## src/rtl/cpu_ctrl_fsm.sv

```systemverilog
// Instruction-cycle sequencer for the 8-bit accumulator CPU.
// Walks each 2-byte instruction through eight states and decodes the control strobes.
//
// state       | meaning
// S0 FETCH_HI | read first instruction byte into IR
// S1 FETCH_LO | read second byte, advance PC
// S2 IDLE     | opcode settles
// S3 DECODE   | advance PC, or park here on HLT
// S4 OPERAND  | ALU evaluate / store setup / jump target
// S5 EXEC     | capture ALU result, write memory, jump, or sample zero for SKZ
// S6 HOLD     | keep store data on the bus one cycle past wr
// S7 NEXT     | extra PC advance when SKZ skipped
module cpu_ctrl_fsm (
  input  logic       clk,
  input  logic       rst,
  input  logic [2:0] opcode,
  input  logic       zero,
  output logic       rd,
  output logic       wr,
  output logic       load_ir,
  output logic       inc_pc,
  output logic       load_pc,
  output logic       load_acc,
  output logic       alu_ena,
  output logic       datactl_ena,
  output logic       halt,
  output logic [2:0] state
);

  localparam logic [2:0] HLT  = 3'b000;
  localparam logic [2:0] SKZ  = 3'b001;
  localparam logic [2:0] ADD  = 3'b010;
  localparam logic [2:0] ANDD = 3'b011;
  localparam logic [2:0] XORR = 3'b100;
  localparam logic [2:0] LDA  = 3'b101;
  localparam logic [2:0] STO  = 3'b110;
  localparam logic [2:0] JMP  = 3'b111;

  typedef enum logic [2:0] {
    S0_FETCH_HI = 3'd0,
    S1_FETCH_LO = 3'd1,
    S2_IDLE     = 3'd2,
    S3_DECODE   = 3'd3,
    S4_OPERAND  = 3'd4,
    S5_EXEC     = 3'd5,
    S6_HOLD     = 3'd6,
    S7_NEXT     = 3'd7
  } state_t;

  state_t state_q, state_d;
  logic   skip_q, skip_d;
  logic   alu_op;

  assign alu_op = (opcode == ADD) || (opcode == ANDD) || (opcode == XORR) || (opcode == LDA);
  assign state  = state_q;

  always_ff @(posedge clk) begin
    if (rst) begin
      state_q <= S0_FETCH_HI;
      skip_q  <= 1'b0;
    end else begin
      state_q <= state_d;
      skip_q  <= skip_d;
    end
  end

  // Unknown opcodes fall through the else branches, giving NOP (SKZ, zero=0) timing.
  always_comb begin
    state_d = state_t'(state_q + 3'd1);
    skip_d  = skip_q;
    case (state_q)
      S3_DECODE: begin
        if (opcode == HLT) state_d = S3_DECODE;
        else               state_d = S4_OPERAND;
      end
      S5_EXEC: begin
        if (opcode == SKZ) skip_d = zero;
      end
      S7_NEXT: begin
        skip_d = 1'b0;
      end
      default: ;
    endcase
  end

  always_comb begin
    rd          = 1'b0;
    wr          = 1'b0;
    load_ir     = 1'b0;
    inc_pc      = 1'b0;
    load_pc     = 1'b0;
    load_acc    = 1'b0;
    alu_ena     = 1'b0;
    datactl_ena = 1'b0;
    halt        = 1'b0;
    if (!rst) begin
      case (state_q)
        S0_FETCH_HI: begin
          rd      = 1'b1;
          load_ir = 1'b1;
        end
        S1_FETCH_LO: begin
          rd      = 1'b1;
          load_ir = 1'b1;
          inc_pc  = 1'b1;
        end
        S3_DECODE: begin
          if (opcode == HLT) halt   = 1'b1;
          else               inc_pc = 1'b1;
        end
        S4_OPERAND: begin
          if (alu_op) begin
            rd      = 1'b1;
            alu_ena = 1'b1;
          end else if (opcode == STO) begin
            datactl_ena = 1'b1;
          end else if (opcode == JMP) begin
            load_pc = 1'b1;
          end
        end
        S5_EXEC: begin
          if (alu_op) begin
            rd       = 1'b1;
            load_acc = 1'b1;
          end else if (opcode == SKZ) begin
            inc_pc = zero;
          end else if (opcode == STO) begin
            wr          = 1'b1;
            datactl_ena = 1'b1;
          end else if (opcode == JMP) begin
            load_pc = 1'b1;
          end
        end
        S6_HOLD: begin
          if (opcode == STO) datactl_ena = 1'b1;
        end
        S7_NEXT: begin
          if ((opcode == SKZ) && skip_q) inc_pc = 1'b1;
        end
        default: ;
      endcase
    end
  end

endmodule

```

## config.mk

```make
export PLATFORM = sky130hd
export DESIGN_NAME = cpu_ctrl_fsm
export DESIGN_NICKNAME = d
export VERILOG_FILES = /design/src/rtl/cpu_ctrl_fsm.sv
export SDC_FILE = /design/constraint.sdc
export NUM_CORES = 1
export LEC_CHECK = 0
export CORE_AREA = 5 5 42 44
export DETAILED_ROUTE_END_ITERATION = 8
export DIE_AREA = 0 0 47 49
export PLACE_DENSITY = 0.69
export RECOVER_POWER = 50
export SYNTH_ARGS = -nofsm -noshare
export SYNTH_HDL_FRONTEND = slang
export SYNTH_SLANG_ARGS = --single-unit
```

## constraint.sdc

```tcl
create_clock -name clk -period 1.9 [get_ports clk]
set_input_delay 0.57 -clock clk [delete_from_list [all_inputs] [get_ports clk]]
set_output_delay 0.57 -clock clk [all_outputs]
set_load 0.01 [all_outputs]
```

==> run_1/met2.png <==
(6 px per um)
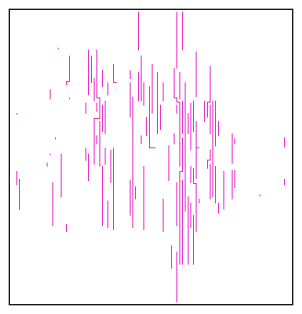
share of all routed wire = 47%
wire length on this layer = 537 um
longest straight run = 21.8 um
nets with wire on the layer = 75

==> run_1/pdn.png <==
(8 px per um) Pins as bars on the die edge. Tap cells in gray.
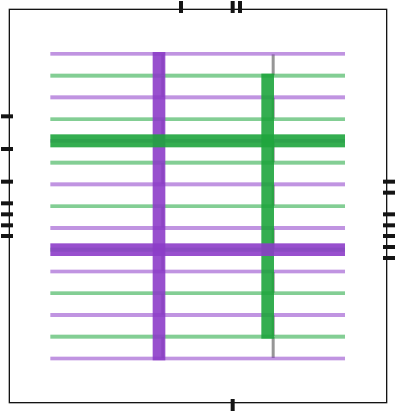
VDD -> green
VSS -> purple
signal pins = 18
tap cells = 16
met5 straps = 2
met1 rails = 15

==> impl_metrics.toml, run 1 <==
# flow metrics
[status]
status = "finished, violations left"
violations = "setup timing"

[layout]
finish.utilization_pct = 53.66
lay_top_count = "buf_4"
regArea_um2 = 91.34
mi_logic_area_um2 = 366.6
fin_cells = 100

[setup_path]
rr_endpoint = "skip_q$_SDFFE_PP0P_"
worstPathRequired_ns = 1.33
cpPeakStageDelay_ns = 0.39
r2r_start = "state[1]$_SDFF_PP0_"
r2r_setup_slack_ns = 0.39
worst_path_max_delay_cell = "or3_4"
cp_num_cells = 5
crit_type = "primary input to output port"
worstPathCellList = "buf_8 > or3_4 > nand2b_4 > nor2_2 > buf_2"

[route]
first_pass_iters = 3
num_vias = 466
wl_per_cell_um = 11.40
routed_wl_um = 1140
drc = 0
met3WireLength_um = 74

[power_and_ir_drop]
power_leakage_nw = 0.3343
power_leader = "combinational logic"
p_clk_share_pct = 25.7
seq_power_share_pct = 26.6
swShare_pct = 32.69
power_frac_comb_pct = 47.7
seq_power_w = 0.000108

[yosys]
yosysMostFrequentCell = "nand2_1"
ys_sh_aoi_pct = 19.28
top_cells_by_count = "7 x nand2_1, 5 x a21oi_1, 4 x dfxtp_1, 4 x ha_1"
synthMuxAreaShare_pct = 0
ff_type = "dfxtp_1"
async_reset_ff_share_pct = 0
avgSynthCellArea_um2 = 7.507
topCombFamilyByArea = "simple AND/OR/NAND/NOR gates"
area_leaders = "dfxtp_1 21%, ha_1 13%, nand2_1 6.9%"
yosys-stat-area_um2 = 382.9

[final_timing]
relSlewSlack_pct = 82.97
finalSetupTns_ns = -0.1327
setup-violations-final = 2
max_freq_ghz = 0.5055
period_used_pct = 104.1
setup_slack_ns = -0.07825

[min_path]
hp-start = "skip_q$_SDFFE_PP0P_"
hold_depth = 3

[die]
ioPinCount = 18

[clocking]
cts_max_level = 1
ctsHoldBuffers = 0
cts_made_buffers = 3
cts.sinks = 4

[global_route]
met2_usage_pct = 16.06

[place]
gp_congestion = 0.7278
==> run_1/met3.png <==
(6 px per um)
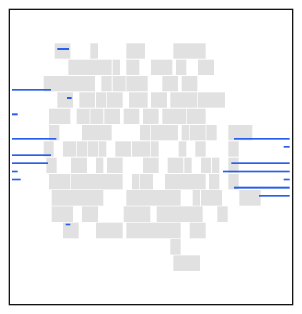
wire length on this layer = 74.3 um
share of all routed wire = 6.5%

==> run 1: per-stage QoR <==
step / power (W) / area, um2
floorplan: 0.0001692 / 382.9
finish: 0.0004045 / 752.0
detailed placement: 0.0002568 / 654.4
global placement: 0.0002543 / 654.4
global route: 0.0004349 / 752.0
CTS: 0.0003918 / 703.2
==> run 1: final cells by class <==
class | instances | share of cell area (%)
Multi-Input combinational cell | 42 | 48.75
Timing Repair Buffer | 32 | 31.61
Sequential cell | 4 | 12.15
Clock buffer | 3 | 2.995
Tap cell | 16 | 2.662
Inverter | 3 | 1.830
==> run 1: what timing repair did <==
action,in CTS,in global routing
pin swaps,6,6
gates cloned,0,0
setup buffers,2,1
resized,71,11
endpoints found under the setup margin,10,9
endpoints found under the hold margin,0,0
==> inputs of run 2 (changes only) <==
--- a/config.mk
+++ b/config.mk
@@ -13,3 +13,4 @@
 export SYNTH_ARGS = -nofsm -noshare
 export SYNTH_HDL_FRONTEND = slang
 export SYNTH_SLANG_ARGS = --single-unit
+export TNS_END_PERCENT = 50
==> run_2/pdn.png <==
(8 px per um) Pins as bars on the die edge. Tap cells in gray.
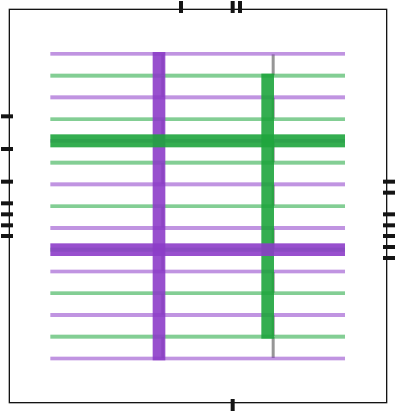
VDD -> green
VSS -> purple
signal pins = 18
rows = 14
tap cells = 16
met1 rails = 15
Worst VDD drop: 0.3563 mV
Die Wd: 47 um

==> run_2/final_clocks.png <==
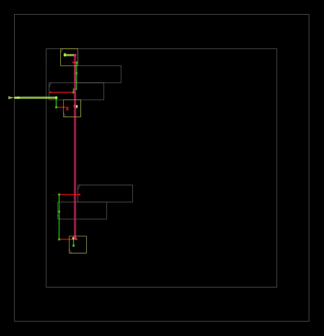
Insertion Delay late pin: 0.23 ns
TritonCTS Buffers: 3
clk sinks: 4
seq_cells: 4

==> run_2/met3.png <==
(6 px per um)
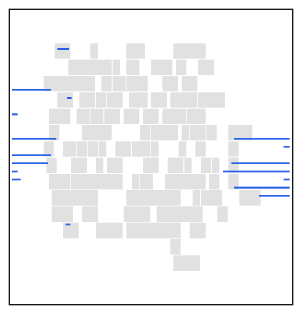
main direction = horizontal
share of all routed wire = 6.5%
nets with wire on the layer = 15
wire length on this layer = 74.3 um
GRT met3 Usage: 1.476%
routed via count: 467
Post-Route WL: 1143 um

==> impl_metrics.toml, run 2 <==
# flow metrics
[setup_path]
crit_fanout = 4
worstPathCellList = "buf_8 > or3_4 > nand2b_4 > nor2_2 > buf_2"
cpPeakStageDelay_ns = 0.39
worst_path_max_delay_cell = "or3_4"
worstRegToRegCells = 7
worstPathRequired_ns = 1.33
crit_type = "primary input to output port"
r2r_setup_slack_ns = 0.38
worstSetupEndpointType = "output port"
cp_num_cells = 5

[status]
violations = "setup timing"
status = "finished, violations left"

[flow_run]
warning_count = 31
cap_violations = 0

[yosys]
yosysSeqAreaShare_pct = 20.92
ys_sh_aoi_pct = 19.28
synthMuxAreaShare_pct = 0
ff_type = "dfxtp_1"
numSynthFlops = 4
largest_area_cell = "dfxtp_1"
yosys-stat-area_um2 = 382.9
area_leaders = "dfxtp_1 21%, ha_1 13%, nand2_1 6.9%"
synth-xor-area-share_pct = 2.288
async_reset_ff_share_pct = 0
yosysMostFrequentCell = "nand2_1"
topCombFamilyByArea = "simple AND/OR/NAND/NOR gates"
top_cells_by_count = "7 x nand2_1, 5 x a21oi_1, 4 x dfxtp_1, 4 x ha_1"
avgSynthCellArea_um2 = 7.507

[clocking]
cts_setup_buffers = 2
cts_max_level = 1
cts-resized-gates = 71
ctsHoldBuffers = 0
cts.clk_slew.worst_paths_ns = 0.03

[final_timing]
period_used_pct = 104.1
setup_slack_ns = -0.07810
setup-violations-final = 2
relSlewSlack_pct = 82.97
finalHoldWorstSlack_ns = 0.5604
finalSetupTns_ns = -0.1326
max_freq_ghz = 0.5055

[layout]
diodes = 0
lay_top_count = "buf_4"
final_area_um2 = 749.5
fin_cells = 100
area_delta_synth_final_pct = 95.75
finish.utilization_pct = 53.48

[die]
ioPinCount = 18
rows = 14
coreArea_um2 = 1401
initial_core_util_pct = 27.32
die-area_um2 = 2303

[power_and_ir_drop]
power_leakage_nw = 0.3340
seq_power_share_pct = 26.5
p_total_w = 0.0004043
comb_power_w = 0.000193
swShare_pct = 32.77
clock_power_w = 0.000104
seq_power_w = 0.000107
p_clk_share_pct = 25.7
power_frac_comb_pct = 47.7
power_leader = "combinational logic"

[route]
first_pass_iters = 3
met3WireLength_um = 74
wl_per_cell_um = 11.43
drc = 0

[min_path]
hold_path_class = "register to register"
hold_depth = 3

[place]
numPortBuffers = 17
postPlaceCellArea_um2 = 654.4
gp_congestion = 0.7278
dp.cells = 94
post-place-ws_ns = -0.9279

[global_route]
grt_pass1_wl_um = 1814
antenna_found_initial = 0
grt_max_degree = 11
[run 2: path summary, 6_finish.rpt]
| path | from | to |
|---|---|---|
| max | opcode[1] | halt |
| min | skip_q$_SDFFE_PP0P_ | skip_q$_SDFFE_PP0P_ |
| max reg2reg | state[1]$_SDFF_PP0_ | skip_q$_SDFFE_PP0P_ |
| min reg2reg | skip_q$_SDFFE_PP0P_ | skip_q$_SDFFE_PP0P_ |
[run 2: metal layers]
metal | vias up | track usage, %
met3 | 3 | 1.476
met2 | 17 | 16.06
met1 | 202 | 13.35
li1 | 245 | -
met4 | 0 | 8.295
met5 | - | 0
[run 2: cell type report]
cell class	count	area (um2)
multi-input cells	42	366.6
flip-flops and latches	4	88.84
well taps	16	20.02
repair buffers	32	237.7
clock buffers	3	22.52
fillers	151	651.9
inverters	3	13.76
==> inputs of run 3 (changes only) <==
--- a/config.mk
+++ b/config.mk
@@ -10,6 +10,7 @@
 export DIE_AREA = 0 0 47 49
 export PLACE_DENSITY = 0.69
 export RECOVER_POWER = 50
+export SETUP_SLACK_MARGIN = 0.1
 export SYNTH_ARGS = -nofsm -noshare
 export SYNTH_HDL_FRONTEND = slang
 export SYNTH_SLANG_ARGS = --single-unit
==> run_3/met2.png <==
(6 px per um)
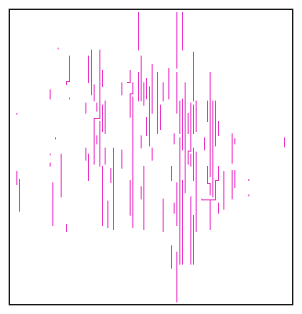
main direction = vertical
wire length on this layer = 540 um
nets with wire on the layer = 75

==> run_3/metal_stack.png <==
(8 px per um)
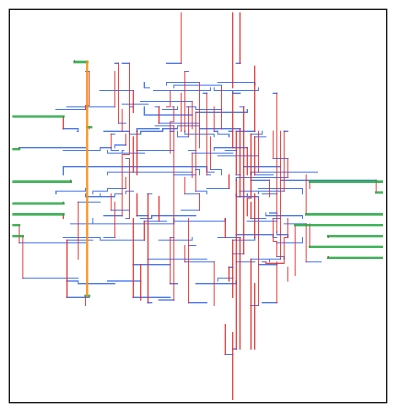
met3 -> green  # wire length 82.6 um
met4 -> orange  # wire length 29.2 um
met2 -> red  # wire length 540 um
met1 -> blue  # wire length 471 um

==> run_3/final_clocks.png <==
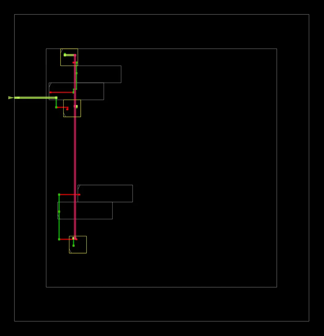
# clk buffers: 3
Clk. pwr: 0.000104 W
Worst Skew: 0.002009 ns

==> impl_metrics.toml, run 3 <==
# flow metrics
[power_and_ir_drop]
ir_drop_mv = 0.3586
power_leakage_nw = 0.3394
p_total_w = 0.0004003

[layout]
num-multi-input-gates = 42
clock_cell_area_share_pct = 3.030
nonClkBufAreaFrac_pct = 30.81
area_delta_synth_final_pct = 94.12
flops = 4
regArea_um2 = 91.34
largest_cell_class = "logic gates"
n_fill_cell = 158
diodes = 0
lay_top_count = "buf_4"
finish.utilization_pct = 53.04
num-nonclk-buffers = 31
mi_logic_area_um2 = 364.1
final_area_um2 = 743.2
fin_cells = 99
sh_seq_area_pct = 12.29
inverters = 3
comb-cell-share_pct = 48.99

[yosys]
synthMuxAreaShare_pct = 0
top_cells_by_count = "7 x nand2_1, 5 x a21oi_1, 4 x dfxtp_1, 4 x ha_1"
async_reset_ff_share_pct = 0
synth_area_um2 = 382.9
area_leaders = "dfxtp_1 21%, ha_1 13%, nand2_1 6.9%"
largest_area_cell = "dfxtp_1"
yosysMostFrequentCell = "nand2_1"
ff_type = "dfxtp_1"
numSynthFlops = 4
topCombFamilyByArea = "simple AND/OR/NAND/NOR gates"
fa_ha_area_share_pct = 13.07
avgSynthCellArea_um2 = 7.507
syn_nets = 61
synth-xor-area-share_pct = 2.288
yosysSeqAreaShare_pct = 20.92

[global_route]
antenna_found_initial = 0
top_usage_layer = "met2"
grt_pass1_wl_um = 1842
met2_usage_pct = 16.52
grt_max_degree = 11
use_met1_pct = 13.35

[setup_path]
worstSetupEndpointType = "output port"
cpPeakStageDelay_ns = 0.39
worstPathRequired_ns = 1.33
startpoint = "opcode[1]"
crit_fanout = 5
crit_type = "primary input to output port"
r2r_start = "state[1]$_SDFF_PP0_"

[clocking]
ctsHoldBuffers = 0
cts.sinks = 4
cts_max_level = 1
clk_latency_ns = 0.23
cts_made_buffers = 3
cts.clk_slew.worst_paths_ns = 0.03

[place]
gp_congestion = 0.7278
post-place-ws_ns = -0.9279
dp.cells = 94
numPortBuffers = 17
postPlaceCellArea_um2 = 654.4

[route]
num_vias = 468
wl_met1_um = 470
drc = 0
met3WireLength_um = 82
first_pass_iters = 3
wl_per_cell_um = 11.33

[die]
die-area_um2 = 2303
coreArea_um2 = 1401
ioPinCount = 18
die_w_um = 47
initial_core_util_pct = 27.32

[status]
violations = "setup timing"
status = "finished, violations left"

[final_timing]
setup_slack_ns = -0.08291
finalHoldWorstSlack_ns = 0.5608
finalSetupTns_ns = -0.1420
relSlewSlack_pct = 81.38
period_used_pct = 104.4
setup-violations-final = 2

[min_path]
hold_path_class = "register to register"
hp-start = "skip_q$_SDFFE_PP0P_"

[flow_run]
cap_violations = 0
warning_count = 32
run 3: worst paths after layout:
| path | to | slack, ns | depth (start not counted) |
|---|---|---|---|
| setup / recovery | halt | -0.08 | 5 |
| hold / removal | skip_q$_SDFFE_PP0P_ | 0.56 | 3 |
| setup reg to reg | skip_q$_SDFFE_PP0P_ | 0.39 | 7 |
| hold reg to reg | skip_q$_SDFFE_PP0P_ | 0.56 | 3 |
run 3: report_power, final:
group          leakage (nW)  switching (W)  internal (W)
logic                 0.291      0.0000848      0.000103
clock network        0.0138      0.0000332     0.0000705
registers            0.0347      0.0000149     0.0000939
total                 0.339       0.000133      0.000267
run 3: timing repair:
action / in CTS / in global routing
cloned: 0 / 0
pin swaps: 7 / 6
resized: 74 / 11
setup buffers: 2 / 0
endpoints found under the setup margin: 12 / 9
No activity file was given, so power comes from the tool's default toggle rates.
